`src/rtl/fir_ctrl_pkg.sv`:
```
// Shared definitions for the pulse-shaping FIR sequencer: state encoding and phase width.
package fir_ctrl_pkg;

    typedef enum logic [1:0] {
        IDLE  = 2'd0,
        PRIME = 2'd1,
        RUN   = 2'd2,
        FLUSH = 2'd3
    } fir_state_e;

    // A modulo-1 counter still needs one bit so the port is never zero-width.
    function automatic int phase_width(input int os_factor);
        return (os_factor > 1) ? $clog2(os_factor) : 1;
    endfunction

endpackage

```
`src/rtl/fir_ctrl_os_phase_cnt.sv`:
```
// Modulo-MODULUS phase counter with synchronous clear/enable and a wrap strobe.
module os_phase_cnt
    import fir_ctrl_pkg::*;
#(
    parameter int MODULUS = 4,
    parameter int W       = phase_width(MODULUS)
) (
    input  logic         clk,
    input  logic         i_reset_n,
    input  logic         clr,
    input  logic         en,
    output logic [W-1:0] phase,
    output logic         wrap
);

    // wrap marks the last phase of a period while counting is enabled
    assign wrap = en && (phase == W'(MODULUS - 1));

    always_ff @(posedge clk or negedge i_reset_n) begin
        if (!i_reset_n) begin
            phase <= '0;
        end else if (clr) begin
            phase <= '0;
        end else if (en) begin
            phase <= wrap ? '0 : phase + W'(1);
        end
    end

endmodule

```
`src/rtl/fir_ctrl.sv`:
```
// Sequencer feeding a pulse-shaping FIR: zero-stuffs symbols by OS_FACTOR and flushes the tail on stop.
module fir_ctrl
    import fir_ctrl_pkg::*;
#(
    parameter int OS_FACTOR = 4,
    parameter int NUM_COEFF = 17,
    parameter int NBT_IN    = 8,
    parameter int PW        = phase_width(OS_FACTOR)
) (
    input  logic                     clk,
    input  logic                     i_reset_n,
    input  logic                     i_start,
    input  logic signed [NBT_IN-1:0] i_sym_data,
    input  logic                     i_sym_valid,
    output logic                     o_sym_ready,
    output logic signed [NBT_IN-1:0] o_fir_data,
    output logic                     o_fir_en,
    output logic                     o_fir_reset,
    output logic                     o_out_valid,
    output logic [PW-1:0]            o_phase,
    output logic                     o_busy,
    output logic                     o_underrun,
    output logic [1:0]               o_state
);

    localparam int FCW = $clog2(NUM_COEFF + 1);

    // Handshake: a symbol transfers in any cycle where i_sym_valid and o_sym_ready are both high;
    // o_sym_ready only ever rises at phase 0 of RUN and does not wait on i_sym_valid.

    fir_state_e     state_q, state_d;
    logic [FCW-1:0] flush_cnt_q;
    logic           phase_wrap;
    logic           flush_last;
    logic           phase_zero;

    os_phase_cnt #(
        .MODULUS (OS_FACTOR),
        .W       (PW)
    ) u_phase (
        .clk       (clk),
        .i_reset_n (i_reset_n),
        .clr       (state_q == PRIME),
        .en        (state_q == RUN),
        .phase     (o_phase),
        .wrap      (phase_wrap)
    );

    assign phase_zero = (o_phase == '0);
    assign flush_last = (flush_cnt_q == FCW'(NUM_COEFF - 1));

    always_ff @(posedge clk or negedge i_reset_n) begin
        if (!i_reset_n) begin
            state_q <= IDLE;
        end else begin
            state_q <= state_d;
        end
    end

    always_comb begin
        state_d = state_q;
        case (state_q)
            IDLE:    if (i_start) state_d = PRIME;
            PRIME:   state_d = RUN;
            // the current symbol period always completes before stopping
            RUN:     if (phase_wrap && !i_start) state_d = FLUSH;
            FLUSH:   if (flush_last) state_d = IDLE;
            default: state_d = IDLE;
        endcase
    end

    always_ff @(posedge clk or negedge i_reset_n) begin
        if (!i_reset_n) begin
            flush_cnt_q <= '0;
        end else if (state_q != FLUSH) begin
            flush_cnt_q <= '0;
        end else begin
            flush_cnt_q <= flush_cnt_q + FCW'(1);
        end
    end

    always_ff @(posedge clk or negedge i_reset_n) begin
        if (!i_reset_n) begin
            o_out_valid <= 1'b0;
            o_underrun  <= 1'b0;
        end else begin
            o_out_valid <= (state_q == RUN) || (state_q == FLUSH);
            if (state_q == PRIME) begin
                o_underrun <= 1'b0;
            end else if (state_q == RUN && phase_zero && !i_sym_valid) begin
                o_underrun <= 1'b1;
            end
        end
    end

    always_comb begin
        o_sym_ready = (state_q == RUN) && phase_zero;
        o_fir_en    = (state_q == RUN) || (state_q == FLUSH);
        o_fir_reset = (state_q == PRIME);
        o_busy      = (state_q != IDLE);
        o_fir_data  = '0;
        if (o_sym_ready && i_sym_valid) begin
            o_fir_data = i_sym_data;
        end
    end

    assign o_state = state_q;

endmodule

```
`config.mk`:
```
export PLATFORM = sky130hd
export DESIGN_NAME = fir_ctrl
export DESIGN_NICKNAME = d
export VERILOG_FILES = /design/src/rtl/fir_ctrl_pkg.sv /design/src/rtl/fir_ctrl_os_phase_cnt.sv /design/src/rtl/fir_ctrl.sv
export SDC_FILE = /design/constraint.sdc
export NUM_CORES = 1
export LEC_CHECK = 0
export CAP_MARGIN = 5
export CORE_UTILIZATION = 39
export CTS_CLUSTER_SIZE = 20
export DETAILED_ROUTE_END_ITERATION = 10
export GPL_TIMING_DRIVEN = 0
export PLACE_DENSITY = 0.76
export SLEW_MARGIN = 20
export SYNTH_ARGS = -nofsm -noshare
export SYNTH_HDL_FRONTEND = slang
export SYNTH_SLANG_ARGS = --single-unit
export TNS_END_PERCENT = 5
```
`constraint.sdc`:
```
create_clock -name clk -period 1.65 [get_ports clk]
set_input_delay 0.4125 -clock clk [delete_from_list [all_inputs] [get_ports clk]]
set_output_delay 0.4125 -clock clk [all_outputs]
set_load 0.01 [all_outputs]
```
==> metrics.yaml, run 1 <==
setup_path:
  r2r-start: "o_state[0]"
  path_depth: 6
  cp-end-kind: "primary output"
  path_cells: "inv_2 -> ha_4 -> buf_4 -> buf_4 -> and2_4 -> buf_6"
  cp.required_ns: 1.24
timing:
  rsz0062_at_grt: "true"
  maxSlewViolCount: 0
  hold_ws_ns: 0.4807
  setup_violations: 13
  hold_viol: 0
  setup_slack_ns: -0.1902
  relSlewSlack: 0.6489
  tns_ns: -2.028
global_route:
  met2_usage: 0.3424
  grt.busiest_layer: "met2"
  use_met1: 0.2473
  grt_max_degree: 12
  use_met3: 0.03830
  grt_pass1_vias: 608
  track_usage: 0.1943
clock_network:
  clk_pin_slew_ns: 0.09
  clk_path_buf_depth: 2
  cts_tree: "done"
  clock_latency_ns: 0.27
power_and_ir_drop:
  switchingPower_mw: 0.7056
  intPower_mw: 1.128
  totalPowerFinal_mw: 1.833
  pwr-share-comb: 0.640
cells_and_area:
  nets: 126
  design_area_mm2: 0.001125
detailed_routing:
  drc_errors: 0
  dr_wl_met2_um: 862
  wl_met3_um: 37
  topRoutingLayerUsed: "met3"
  vias: 564
floorplanning:
  die_area_mm2: 0.001846
  design.core.area_mm2: 0.001541
  fp_util: 0.4245
outcome:
  violations: "negative setup slack"
  status: "complete, but fails checks"
run:
  maxCapViolCount: 0
synthesis:
  synth.distinct_cells: 20
  fa_ha_area_frac: 0.1721
  synthXorXnorAreaFrac: 0.04015
  syn_nets: 84
  synth_area_um2: 654.4
placement:
  place_ws_ns: -0.6143
-- run 1: state kept, by name, summed over array words and instances, names as in the netlist --
name and flops:
o_out_valid 1, o_state 2, flush_cnt_q 5, o_underrun 1, u_phase.phase 2
-- run 1: power groups by stage --
stage               sequential [mW]  combinational (mW)  clock (mW)
global placement              0.448               0.884           0
floorplan                     0.474               0.460           0
global route                  0.482                1.28       0.212
CTS                           0.462                1.09       0.196
detailed placement            0.450               0.914           0
finish                        0.468                1.17       0.191
-- run 1: Yosys cell counts, drive strengths merged --
cell type,number,area share
nand3b,1,0.011
or2,1,0.0096
a2111oi,1,0.013
nor2,1,0.0057
nand2b,1,0.0096
and2b,1,0.011
a221o,1,0.015
nand4bb,1,0.017
a21oi,3,0.023
dfrtp,11,0.42
and3,1,0.0096
xnor2,2,0.027
nand3,3,0.023
nor2b,1,0.0096
and2,13,0.12
ha,9,0.17
xor2,1,0.013
mux2,1,0.023
inv,8,0.046
o21ai,2,0.015
-- run 1: final cells by class --
cell class / count / area [um2]
Sequential cell: 11 / 277.8
Clock inverter: 1 / 5.005
Inverter: 8 / 32.53
Clock buffer: 3 / 22.52
Multi-Input combinational cell: 44 / 415.4
Fill cell: 113 / 416.7
Tap cell: 16 / 20.02
Timing Repair Buffer: 37 / 351.6
-- run 1: kinds of logic (layout without fill, tap and decap cells) --
| group | count (synthesis) | in the layout |
|---|---|---|
| AND/OR/NAND/NOR | 24 | 24 |
| flip-flops | 11 | 11 |
| adder cells (fa/ha/maj) | 9 | 9 |
| buffers and inverters | 8 | 49 |
| AND-OR/OR-AND | 7 | 7 |
| XOR/XNOR | 3 | 3 |
| multiplexers | 1 | 1 |
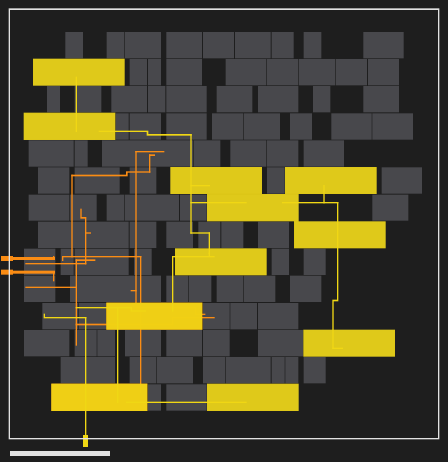
Figure 1: run 1, wires at chosen ports, followed through buffers.
Bar = 10 um.
Key: yellow = `i_reset_n` [bits 1, direction input, edge bottom, end cells 11, wire 114 um]; orange = `o_state` [bits 2, direction output, edge left, end cells 2, wire 118 um]
port bufs: 29
I/O Pins: 30

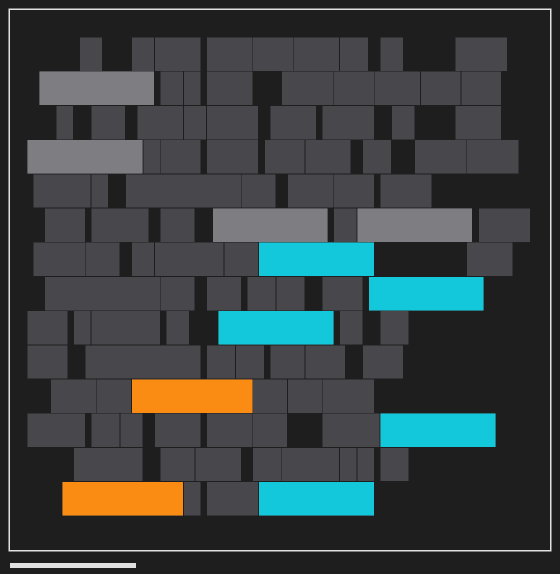
Figure 2: run 1, sequential cells colored by netlist name.
Bar = 10 um. Other sequential cells in the stronger gray, the rest of the logic in the fainter gray.
Key: cyan = `flush_cnt_q` [sequential cells 5]; orange = `o_state` [sequential cells 2]
Another 4 sequential cells are not colored.
sequential cell area: 277.8 um2
Seq/total area: 0.2469
Sequential Power: 0.468 mW
final core occ: 0.7297

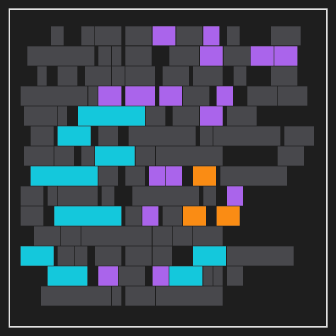
Figure 3: run 1, gate-type map.
Key: orange = XOR/XNOR gates [cells 3]; purple = AND and OR gates [cells 16]; cyan = adder and majority cells [cells 9]
Top cell excl fill/tap: clkdlybuf4s50_1
Post-Layout Cell Count: 120
logic share of the area: 0.3693

Figure 4. A small window of the routed layout (run 1).
Bar = 10 um. Region (0, 0) to (25, 25) um. Cells in gray, sequential cells in the stronger gray; small squares are vias.
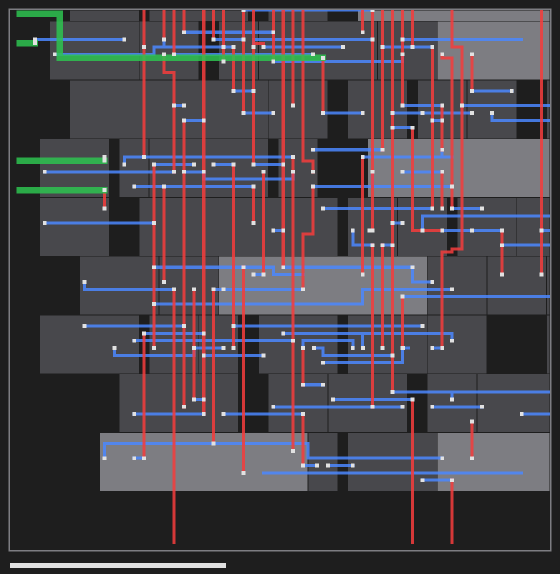

==> run 1 -> run 2 <==
Settings changed: CORE_UTILIZATION 39 to 38, PLACE_DENSITY 0.76 to 0.75.
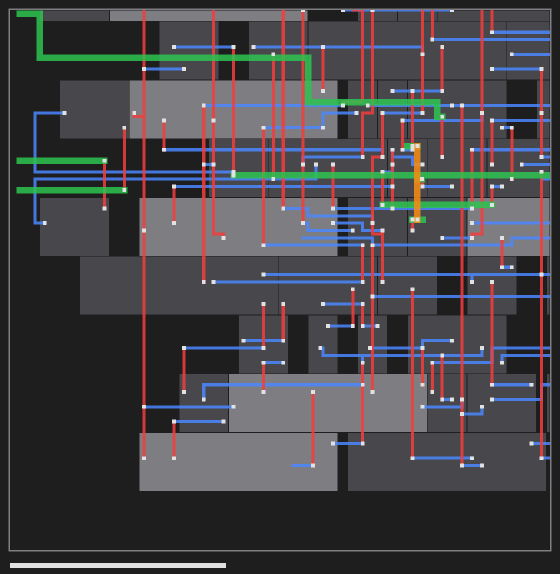
Figure 5: run 2, a small window of the routed layout.
Bar = 10 um. Region (0, 0) to (25, 25) um. Cells in gray, sequential cells in the stronger gray; small squares are vias.
Key: red = met2; green = met3; orange = met4; blue = met1
Netlist names of flops here include `flush_cnt_q` (2), `o_state` (2). Sequential cells in the window: 4. 32 logic cells have their middle in the window. Most frequent: buf_4 (5).

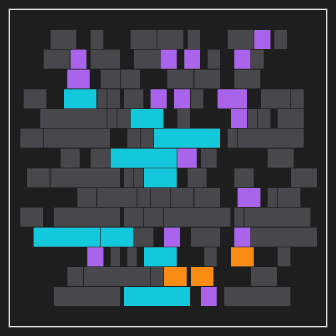
Figure 6: run 2, gate-type map.
Key: cyan = adder and majority cells [cells 9]; orange = XOR/XNOR gates [cells 3]; purple = AND and OR gates [cells 16]
logic share of the area: 0.3847

==> run 2 against run 1 <==
Net effect:
- the flow finishes with violations (design-rule violations, negative setup slack)
- clock power down 8%
- area after synthesis stayed put
- register-to-register slack gained 0.02 ns
- utilization decreased by 4.8 points
- critical path type unchanged
==> metrics.yaml, run 2 <==
outcome:
  status: "complete, but fails checks"
  violations: "design-rule violations, negative setup slack"
cells_and_area:
  nets: 126  # unchanged
  largest_reg_flops: 5  # unchanged
  final_cells: 120  # unchanged
power_and_ir_drop:
  pwr-share-comb: 0.645  # +0.005
  totalPowerFinal_mw: 1.775  # -3.2%
  seq_cell_power_mw: 0.454  # -3%
  p_comb_mw: 1.15  # about the same
  pg_clk_mw: 0.175  # -8%
  switchingPower_mw: 0.6783  # -3.9%
  intPower_mw: 1.096  # -2.8%
clock_network:
  clk_pin_slew_ns: 0.06  # -0.03 ns
  clk_path_buf_depth: 2  # unchanged
  clock_latency_ns: 0.27  # about the same
detailed_routing:
  dr_wl_met2_um: 679  # -21%
  vias: 590  # +4.6%
  drc_errors: 2  # +2
synthesis:
  area_leaders: "dfrtp_1, ha_1, and2_1"
  synth.distinct_cells: 20  # unchanged
  synthXorXnorAreaFrac: 0.04015  # unchanged
  top_cell: "and2_1"
  synth-edff-count: 0  # unchanged
  syn_nets: 84  # unchanged
floorplanning:
  io_pins: 30  # unchanged
  die_area_mm2: 0.001892  # +2.5%
  fp_util: 0.4197  # -0.004770
timing:
  setup_slack_ns: -0.1441  # +0.04605 ns
  tns_ns: -1.378  # +0.6501 ns
  setup_violations: 11  # -2
  hold_viol: 0  # unchanged
  rsz0062_at_grt: "true"
global_route:
  track_usage: 0.1744  # -0.01998
  grt.busiest_layer: "met1"
  grt_max_degree: 12  # unchanged
setup_path:
  path_cells: "inv_2 -> ha_4 -> and3_4 -> and2_1 -> buf_2"
  cp-end-kind: "primary output"
run:
  maxCapViolCount: 0  # unchanged
-- run 2: cell types whose count changed in the layout (fill, tap and decap cells not counted), sizes merged --
cell           before  now
clkdlybuf4s15       2    0
dlygate4sd2         3    5
buf                18   19
clkbuf              3    4
clkinv              1    0
dlymetal6s2s        1    0
-- run 2: final timing paths --
| check | start | cells past startpoint | endpoint |
|---|---|---|---|
| worst min-delay path | i_reset_n | 1 | flush_cnt_q[2] |
| max in group asynchronous | i_reset_n | 1 | o_state[1] |
| worst min register to register | o_underrun | 2 | o_underrun |
| min in group clk | o_underrun | 2 | o_underrun |
| worst max register to register | o_state[0] | 6 | o_state[1] |
| worst max-delay path | o_state[0] | 5 | o_fir_data[3] |
-- run 2: through the flow --
| stage | setup slack (ns) | hold slack, ns | utilization |
|---|---|---|---|
| final | -0.1441 | 0.4710 | 0.6822 |
| after floorplan | 0.06831 | 0.1169 | - |
| after global placement | -0.6032 | 0.4764 | 0.6188 |
| after global routing | -0.1975 | 0.5092 | 0.6822 |
| after CTS | -0.1469 | 0.4865 | 0.6653 |
| after detailed placement | -0.6201 | 0.4826 | 0.6188 |
-- run 2: repair_timing --
| item | 4_1_cts | 5_1_grt |
|---|---|---|
| setup buffers | 7 | 1 |
| gates resized | 62 | 5 |
| endpoints found under the setup margin | 13 | 14 |
| pin swaps | 10 | 2 |
-- run 2: worst reg2reg max path, stage by stage, from the launching register on --
cell,delay [ns]
dfrtp_1,0.40
inv_2,0.07
buf_4,0.15
ha_4,0.16
and2b_1,0.16
a221o_1,0.31
mux2_4,0.31
-- run 2: layout make-up --
cell class | instances | area [um2]
clock buffer | 4 | 26.28
fill | 119 | 495.5
inverter | 8 | 30.03
multi-input combinational | 44 | 409.1
sequential | 11 | 276.5
tap | 16 | 20.02
timing repair buffer | 37 | 301.5
No activity file was given, so power comes from the tool's default toggle rates.
